[src/rtl/seq_pkg.sv]
// Shared constants and the power-on table contents for the programmable sequence counter.
package seq_pkg;

  localparam logic DIR_UP       = 1'b1;
  localparam logic DIR_DN       = 1'b0;
  localparam logic MODE_WRAP    = 1'b0;
  localparam logic MODE_ONESHOT = 1'b1;

  // Default entry i holds i reduced modulo 2^width, so a fresh table counts 0,1,2,...
  function automatic int init_val(input int i, input int width);
    if (width >= 31) return i;
    return i % (1 << width);
  endfunction

endpackage

[src/rtl/seq_table.sv]
// DEPTH x WIDTH register table: one synchronous write port and one asynchronous read port.
module seq_table
  import seq_pkg::*;
#(
  parameter int WIDTH = 3,
  parameter int DEPTH = 8,
  parameter int IDXW  = $clog2(DEPTH)
) (
  input  logic             clk,
  input  logic             reset,
  input  logic             wr_en,
  input  logic [IDXW-1:0]  wr_addr,
  input  logic [WIDTH-1:0] wr_data,
  input  logic [IDXW-1:0]  rd_addr,
  output logic [WIDTH-1:0] rd_data
);

  logic [WIDTH-1:0] mem [DEPTH];
  logic             wr_ok;

  // Addresses past the last entry only exist when DEPTH is not a power of two.
  assign wr_ok = wr_en && (32'(wr_addr) < 32'(DEPTH));

  always_ff @(posedge clk) begin
    if (reset) begin
      for (int i = 0; i < DEPTH; i++) begin
        mem[i] <= WIDTH'(init_val(i, WIDTH));
      end
    end else if (wr_ok) begin
      mem[wr_addr] <= wr_data;
    end
  end

  assign rd_data = mem[rd_addr];

endmodule

[src/rtl/prog_seq_counter.sv]
// Programmable sequence counter: an index register walks a writable table in either
// direction, wrapping or stopping at the ends; q is the table entry under the index.
module prog_seq_counter
  import seq_pkg::*;
#(
  parameter int WIDTH = 3,
  parameter int DEPTH = 8,
  parameter int IDXW  = $clog2(DEPTH)
) (
  input  logic             clk,
  input  logic             reset,
  input  logic             en,
  input  logic             dir,
  input  logic             oneshot,
  input  logic             load,
  input  logic [IDXW-1:0]  load_idx,
  input  logic             wr_en,
  input  logic [IDXW-1:0]  wr_addr,
  input  logic [WIDTH-1:0] wr_data,
  output logic [WIDTH-1:0] q,
  output logic [IDXW-1:0]  idx,
  output logic             tc,
  output logic             done
);

  localparam int unsigned     LAST_U = DEPTH - 1;
  localparam logic [IDXW-1:0] LAST   = IDXW'(LAST_U);

  logic at_last;
  logic at_first;

  assign at_last  = (idx == LAST);
  assign at_first = (idx == '0);

  // A finished one-shot run freezes the index until a load or reset restarts it.
  always_ff @(posedge clk) begin
    if (reset) begin
      idx  <= '0;
      done <= 1'b0;
    end else if (load) begin
      idx  <= (32'(load_idx) > LAST_U) ? LAST : load_idx;
      done <= 1'b0;
    end else if (en && !done) begin
      if (dir == DIR_UP) begin
        if (!at_last) begin
          idx <= idx + IDXW'(1);
        end else if (oneshot == MODE_WRAP) begin
          idx <= '0;
        end else begin
          done <= 1'b1;
        end
      end else begin
        if (!at_first) begin
          idx <= idx - IDXW'(1);
        end else if (oneshot == MODE_WRAP) begin
          idx <= LAST;
        end else begin
          done <= 1'b1;
        end
      end
    end
  end

  assign tc = en & (((dir == DIR_UP) & at_last) | ((dir == DIR_DN) & at_first));

  seq_table #(
    .WIDTH (WIDTH),
    .DEPTH (DEPTH),
    .IDXW  (IDXW)
  ) u_table (
    .clk     (clk),
    .reset   (reset),
    .wr_en   (wr_en),
    .wr_addr (wr_addr),
    .wr_data (wr_data),
    .rd_addr (idx),
    .rd_data (q)
  );

endmodule

[config.mk]
export PLATFORM = sky130hd
export DESIGN_NAME = prog_seq_counter
export DESIGN_NICKNAME = d
export VERILOG_FILES = /design/src/rtl/seq_pkg.sv /design/src/rtl/seq_table.sv /design/src/rtl/prog_seq_counter.sv
export SDC_FILE = /design/constraint.sdc
export NUM_CORES = 1
export LEC_CHECK = 0
export CAP_MARGIN = 10
export CORE_MARGIN = 4
export CORE_UTILIZATION = 45
export CTS_BUF_LIST = sky130_fd_sc_hd__clkbuf_8
export CTS_CLUSTER_SIZE = 24
export DETAILED_ROUTE_END_ITERATION = 12
export PLACE_DENSITY = 0.78
export SLEW_MARGIN = 30
export SYNTH_ARGS = -nofsm -noshare
export SYNTH_HDL_FRONTEND = slang
export SYNTH_SLANG_ARGS = --single-unit
[constraint.sdc]
create_clock -name clk -period 2.3 [get_ports clk]
set_input_delay 0.46 -clock clk [delete_from_list [all_inputs] [get_ports clk]]
set_output_delay 0.46 -clock clk [all_outputs]
set_load 0.05 [all_outputs]
==> run_1/logic_types.png <==
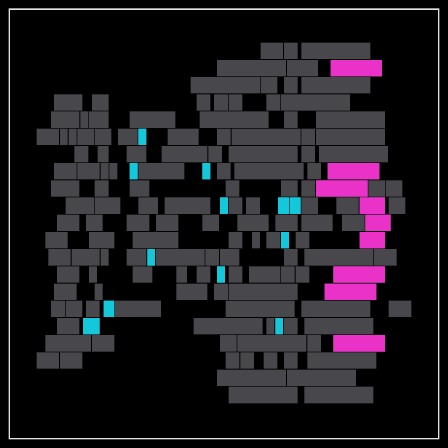
| family | colour | cells | most used | where |
|---|---|---|---|---|
| multiplexers | magenta | 9 | mux4_2 | east |
| NOR gates | cyan | 12 | nor2_1 | centre |
fraction of standard cell area in multi-input logic: 34.8%
final non-filler cell total: 202
commonest non-fill, non-tap cell in the layout: edfxtp_1

==> run_1/metal_density.png <==
14 x 14 tiles, from white (low) to dark blue (high), scaled to the fullest tile. Values are wire area over tile area, all layers added.
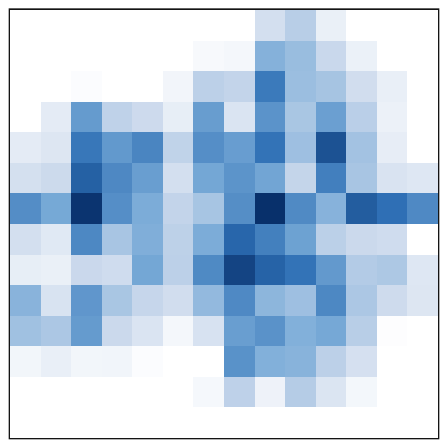
tiles over half the peak: 24%
densest ninth of the die: centre
mean over tiles: 0.11
nearly empty tiles: 30%
emptiest ninth of the die: north-west
overall track demand over capacity in global routing: 15.8%
detailed-route wire length: 3060 um
via count: 1065

==> run_1/detail.png <==
Scale bar: 5 um. Window x 24 to 44, y 37 to 57 um. Cells in grey, sequential cells in the stronger grey; small squares are vias.
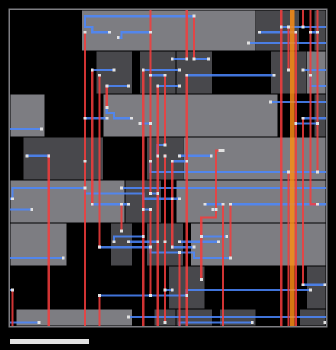
| layer | colour |
|---|---|
| metal 2 | red |
| metal 4 | orange |
| metal 1 | blue |
sequential cells in the window: 6
most frequent: edfxtp_1 (5), and2_1 (4)
netlist names of flops here include: u_table.mem (5)
cells with their middle in the window: 17

==> reports/metrics.yaml, run 1 <==
run_status:
  outcome: "finished, final reports clean"
synth:
  synth-seq-cells: 31
  syn-cell-area_um2: 1600
  netlist.area_leader.share_pct: 45.0
  ys_types: 31
  async_set_or_reset_register_ratio_after_synthesis_pct: 0
  ys_dominant_reg_cell: "edfxtp_1"
  synth_cells: 127
  register_area_share_after_synthesis_pct: 53.8
  syn-mean-instance-area_um2: 12.6
  synth_warnings: 0
  post-synth-top-count-cell: "edfxtp_1"
  synth.area.top_cells: "edfxtp_1 (45%), dfxtp_1 (8.8%), mux4_2 (8.4%)"
  synth-edff-count: 24
  post-synth-top-area-cell: "edfxtp_1"
  floorplan_nets: 148
  ys_top_cells_by_count: "edfxtp_1 (24), and2_1 (14), or3_1 (11)"
  synth-area-yosys_um2: 1600
  ys_cells: 127
final_timing:
  rsz0062_at_grt: "no"
  final.period_utilization_pct: 94.9
  tightestPinTransition_ns: 0.500
  final-max-slew-violation-count: 0
  finalSetupTns_ns: 0
  timing.final.setup_violations: 0
  final_hold_violating_endpoints: 0
  post-route-min-period_ns: 2.18
  fin_worst_skew_ns: 0.00276
  maxClockFrequency_mhz: 458
  relSlewSlack_pct: 66.6
die:
  core_area_um2: 3390
  floorplan.die_area_um2: 4580
  placement_rows: 21
  fp-utilization_pct: 47.2
  vertical_extent_of_the_die_um: 67.7
  io_pins: 24
  chipWidth_um: 67.7
routing:
  drt-initial-drc-count: 29
  firstDrtPassIters: 4
  post_drt_via_cell_ratio: 5.27
  post-route-drc-count: 0
  wire_per_inst_um: 15.2
  ant_nets: 0
power_and_ir_drop:
  power.density_cell_area_nw_per_um2: 692
  worst_ir_drop_vdd_uv: 284
  lkg_pwr_nw: 0.712
critical_path:
  arrival_ns: 1.72
  worst_setup_path_start_kind: "register"
  wp_data_required_ns: 1.84
  reg2reg_slack_ns: 0.50
  worst_setup_path_category: "register to output port"
  endpoint_kind: "output port"
  crit_fanout: 6
  regToRegStartpoint: "idx[0]$_SDFFE_PP0P_"
  reg2reg_depth: 6
clock_tree:
  clkTransAtPathRegs_ns: 0.06
  ctsLongestPathBuffers: 2
  root_buffer: "clkbuf_8"
  cts-htree-levels: 2
  cts.hold.buffers_added: 0
  clock_sinks: 31
  tritoncts: "yes"
  clk-insertion-delay-late_ns: 0.27
  post_cts_buffers: 0
  cts-buffers-inserted: 5
place:
  dp_hpwl_um: 2360
  io_buffers: 23
  post-place-cells: 194
  routabilityCongestion: 0.834
hold_path:
  worstHoldEndpoint: "done$_SDFFE_PP0P_"
  hp-start: "done$_SDFFE_PP0P_"
  worst_hold_path.num_cells: 2
  worstHoldPathType: "register to register"
grt:
  overflow: 0
  number_of_antenna_violations_at_the_first_check_in_global_routing: 0
  grt_pass1_vias: 1175
  grt_max_degree: 14
  grt_first_pass_wirelength_um: 5260
final_layout:
  final_nets: 176
  final_layout_size_suffix_gt1_share_pct: 22.4
  insertedDiodeCount: 0
  layout-area-overhead-vs-synth_pct: 23.4
job:
  tool_warnings: 29
  drv_cap: 0
==> run 1: worst max-delay path, stage by stage, from the launching register on <==
cell and delay (ns):
dfxtp_2 0.45, mux4_2 0.54, mux2_2 0.27, buf_4 0.19
==> run 1: report_power, final <==
group	internal (mW)	leakage, nW	switching, mW	total [mW]
Clock	0.236	0.0524	0.180	0.416
Sequential	0.643	0.294	0.0312	0.674
Combinational	0.128	0.366	0.149	0.277
==> run 1: placed cells by master (no fill, tap or decap), types with 2 or more instances in the layout <==
cell type / count
a311oi_1: 6
a31oi_1: 2
and2_1: 14
and2b_1: 2
buf_4: 7
clkbuf_8: 6
clkdlybuf4s50_1: 19
dfxtp_1: 6
edfxtp_1: 24
ha_1: 5
inv_1: 5
mux2_2: 3
mux4_2: 6
nand2_1: 5
nand2b_1: 3
nor2_1: 8
nor3_1: 3
or2_2: 7
or3_1: 11
==> run 1: cell type report <==
| type | instances | area (um^2) |
|---|---|---|
| Clock buffer | 6 | 82.6 |
| Clock inverter | 2 | 8.76 |
| Fill cell | 276 | 1410 |
| Inverter | 4 | 15.0 |
| Multi-Input combinational cell | 86 | 687 |
| Sequential cell | 31 | 862 |
| Tap cell | 46 | 57.6 |
| Timing Repair Buffer | 27 | 263 |
==> run 1: flip-flops by register name (all words and copies together), names as in the netlist, named ones only <==
signal / cells
done: 1
idx: 3
u_table.mem: 24
==> run 1: repair_timing <==
action / in CTS / in global routing
gates resized: 1 / 0
endpoints found under the hold margin: 0 / 0
endpoints found under the setup margin: 3 / 0
==> run 1: how the worst max path moves through the flow <==
stage	from	slack [ns]	cells after the start	end
finish	register	0.12	3	q[1]
global route	idx[0]$_SDFFE_PP0P_	0.01	6	tc
CTS	register	0.09	3	q[2]
detailed placement	reset	0.12	4	u_table.mem[0][1]$_SDFFCE_PN0P_
global placement	reset	0.16	4	u_table.mem[0][0]$_SDFFCE_PN0P_
floorplan	idx[0]$_SDFFE_PP0P_	0.16	5	tc
==> run 1: layer usage <==
layer	up-vias	track usage (%)	wire [um]
li1	533	-	-
met1	499	17.2	1190
met2	31	28.4	1640
met3	2	5.16	199
met4	0	5.32	33
met5	-	0	0
==> run 1: through the flow <==
stage	utilization [%]	total power, mW	setup WS, ns	cell area [um^2]	hold slack [ns]
after CTS	58.3	1.38	0.0904	1980	0.562
after floorplan	-	0.864	0.158	1600	0.638
after global routing	58.3	1.43	0.0147	1980	0.615
final	58.3	1.37	0.117	1980	0.566
after global placement	55.6	0.955	0.164	1880	0.557
after detailed placement	55.6	0.963	0.121	1880	0.551
==> run 1: logic make-up after synthesis <==
group,after synthesis,synth area share (%)
buffers and inverters,10,3.36
multiplexers,9,10.5
flip-flops,31,53.7
AND-OR/OR-AND,15,7.66
AND/OR/NAND/NOR,57,20.8
adder cells (fa/ha/maj),5,3.91
==> run 2: changes to the inputs <==
--- a/config.mk
+++ b/config.mk
@@ -11,8 +11,9 @@
 export CTS_BUF_LIST = sky130_fd_sc_hd__clkbuf_8
 export CTS_CLUSTER_SIZE = 24
 export DETAILED_ROUTE_END_ITERATION = 12
+export HOLD_SLACK_MARGIN = 0.1
 export PLACE_DENSITY = 0.78
-export SLEW_MARGIN = 30
+export SLEW_MARGIN = 20
 export SYNTH_ARGS = -nofsm -noshare
 export SYNTH_HDL_FRONTEND = slang
 export SYNTH_SLANG_ARGS = --single-unit
==> run_2/detail.png <==
Scale bar: 5 um. Window x 24 to 44, y 37 to 57 um. Cells in grey, sequential cells in the stronger grey; small squares are vias.
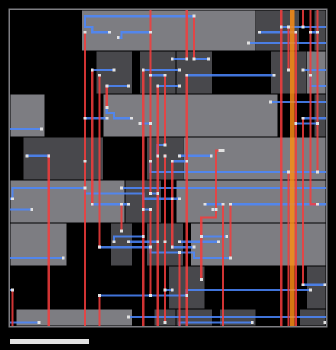

==> run 2 against run 1 <==
Compared with the run above:
- synthesized cell count stayed put
- final cell count is the same
- first-iteration DRC count is the same
- worst hold slack unchanged
- largest power group unchanged
- global-route usage stayed put
- design area is the same
==> reports/metrics.yaml, run 2 <==
final_timing:
  finalSetupTns_ns: 0
  relSlewSlack_pct: 66.6
  final_critical_path_setup_slack_ns: 0.117
  final-max-slew-violation-count: 0
  maxClockFrequency_mhz: 458
  worst_hold_slack_ns: 0.566
  post-route-min-period_ns: 2.18
  rsz0062_at_grt: "no"
  timing.final.setup_violations: 0
  final.period_utilization_pct: 94.9
  fin_worst_skew_ns: 0.00276
  final_hold_violating_endpoints: 0
synth:
  synth-seq-cells: 31
  synth-area-yosys_um2: 1600
  syn-cell-area_um2: 1600
  async_set_or_reset_register_ratio_after_synthesis_pct: 0
  netlist.area_leader.share_pct: 45.0
  post-synth-top-count-cell: "edfxtp_1"
  post-synth-top-area-cell: "edfxtp_1"
  synth-edff-count: 24
  synth_cells: 127
  syn-mean-instance-area_um2: 12.6
  ys_types: 31
  register_area_share_after_synthesis_pct: 53.8
  ys_top_cells_by_count: "edfxtp_1 (24), and2_1 (14), or3_1 (11)"
  ys_dominant_reg_cell: "edfxtp_1"
  ys_cells: 127
  floorplan_nets: 148
  synth.area.top_cells: "edfxtp_1 (45%), dfxtp_1 (8.8%), mux4_2 (8.4%)"
clock_tree:
  cts.hold.buffers_added: 0
  clkTransAtPathRegs_ns: 0.06
  ctsLongestPathBuffers: 2
  tritoncts: "yes"
  root_buffer: "clkbuf_8"
  clock_sinks: 31
  cts-buffers-inserted: 5
  clk-insertion-delay-late_ns: 0.27
die:
  floorplan.die_area_um2: 4580
  vertical_extent_of_the_die_um: 67.7
  core_area_um2: 3390
  fp-utilization_pct: 47.2
  placement_rows: 21
  chipWidth_um: 67.7
  io_pins: 24
final_layout:
  final_layout_size_suffix_gt1_share_pct: 22.4
  final_layout_top_logic_cells: "edfxtp_1 (24), clkdlybuf4s50_1 (19), and2_1 (14)"
  register_ranked_first_by_flip_flop_count: "u_table.mem"
  layout_top_registers: "u_table.mem (24), idx (3), done (1)"
  insertedDiodeCount: 0
  layout-area-overhead-vs-synth_pct: 23.4
  final_nets: 176
  largest_register_ffs: 24
  fillcell_total: 276
  mostFrequentLayoutCell: "edfxtp_1"
critical_path:
  cp_max_stage_delay_ns: 0.54
  regToRegStartpoint: "idx[0]$_SDFFE_PP0P_"
  crit_fanout: 6
  reg2reg_slack_ns: 0.50
  critical-path-slowest-cell: "mux4_2"
  buffer_and_inverter_count_on_the_worst_path: 1
  cp_num_cells: 3
  worst_setup_path_category: "register to output port"
  wp_data_required_ns: 1.84
  endpoint_kind: "output port"
  cp_cell_sequence: "mux4_2 -> mux2_2 -> buf_4"
  critical_path.top_delay_family: "multiplexers"
  arrival_ns: 1.72
  worst_setup_path_start_kind: "register"
grt:
  overflow: 0
  gr-max-usage-layer: "met2"
  number_of_antenna_violations_at_the_first_check_in_global_routing: 0
  grt.met1_usage_pct: 17.2
  grt_pass1_vias: 1175
  global_route.usage.total_pct: 15.8
  grt_max_degree: 14
  grt_use_met2_pct: 28.4
  grt_util_met3_pct: 5.16
  grt_first_pass_wirelength_um: 5260
place:
  dp_hpwl_um: 2360
  placement.setup.worst_slack_ns: 0.121
  routabilityCongestion: 0.834
  io_buffers: 23
routing:
  post-route-drc-count: 0
  wire_per_inst_um: 15.2
  drt-initial-drc-count: 29
  ant_nets: 0
  post_drt_via_cell_ratio: 5.27
  firstDrtPassIters: 4
  routed_wirelength_um: 3060
  via_count: 1065
hold_path:
  worstHoldPathType: "register to register"
  worstHoldEndpoint: "done$_SDFFE_PP0P_"
  worst_hold_path.num_cells: 2
  hp-start: "done$_SDFFE_PP0P_"
power_and_ir_drop:
  lkg_pwr_nw: 0.712
  power.density_cell_area_nw_per_um2: 692
job:
  drv_cap: 0
  tool_warnings: 29
run_status:
  outcome: "finished, final reports clean"
==> run_2/metal_density.png <==
14 x 14 tiles, from white (low) to dark blue (high), scaled to the fullest tile. Values are wire area over tile area, all layers added.
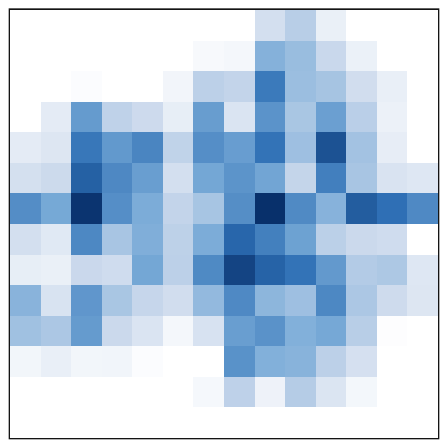
nearly empty tiles: 30%
densest ninth of the die: centre
emptiest ninth of the die: north-west
tiles over half the peak: 24%

run 2: cell counts after synthesis:
Identical to the previous run, type by type.
run 2: worst max-delay path by stage:
| stage | from | to | slack, ns |
|---|---|---|---|
| after floorplan | idx[0]$_SDFFE_PP0P_ | tc | 0.16 |
| after global placement | reset | u_table.mem[0][0]$_SDFFCE_PN0P_ | 0.16 |
| after detailed placement | reset | u_table.mem[0][1]$_SDFFCE_PN0P_ | 0.12 |
| after CTS | register | q[2] | 0.09 |
| after global routing | idx[0]$_SDFFE_PP0P_ | tc | 0.01 |
| final | register | q[1] | 0.12 |
run 2: worst reg2reg max path, cell delays in order (launching register included):
cell	delay, ns
dfxtp_1	0.35
inv_1	0.09
ha_1	0.19
or3b_4	0.40
a311o_1	0.39
nor2_1	0.18
a311oi_1	0.07
run 2: timing repair:
item | in CTS | in global routing
setup endpoints to repair | 3 | 0
resized | 1 | 0
buffers inserted | 0 | 0
run 2: through the flow:
step	power, mW	std cells	cell area (um^2)	utilization, %
finish	1.37	202	1980	58.3
floorplan	0.864	127	1600	-
detailed placement	0.963	194	1880	55.6
global placement	0.955	194	1880	55.6
CTS	1.38	202	1980	58.3
global route	1.43	202	1980	58.3
run 2: final cells by class:
class                           instances  area, um^2  share of cell area [%]
Tap cell                               46        57.6                    2.91
Clock buffer                            6        82.6                    4.18
Inverter                                4        15.0                   0.760
Sequential cell                        31         862                    43.6
Timing Repair Buffer                   27         263                    13.3
Multi-Input combinational cell         86         687                    34.8
Clock inverter                          2        8.76                   0.443
run 2: routing by layer:
| layer | wire length (um) | up-vias |
|---|---|---|
| met5 | 0 | - |
| met4 | 33 | 0 |
| met3 | 199 | 2 |
| met2 | 1640 | 31 |
| met1 | 1190 | 499 |
| li1 | - | 533 |
run 2: report_power, final:
group	total, mW	internal [mW]	switching (mW)
logic	0.277	0.128	0.149
registers	0.674	0.643	0.0312
clock network	0.416	0.236	0.180
total	1.37	1.01	0.360
run 2: logic make-up after synthesis:
logic type	share of synthesized area, %
adder cells (fa/ha/maj)	3.91
AND-OR/OR-AND	7.66
multiplexers	10.5
flip-flops	53.7
AND/OR/NAND/NOR	20.8
buffers and inverters	3.36
Power figures rest on the tool's default switching activity, not on a simulated workload.
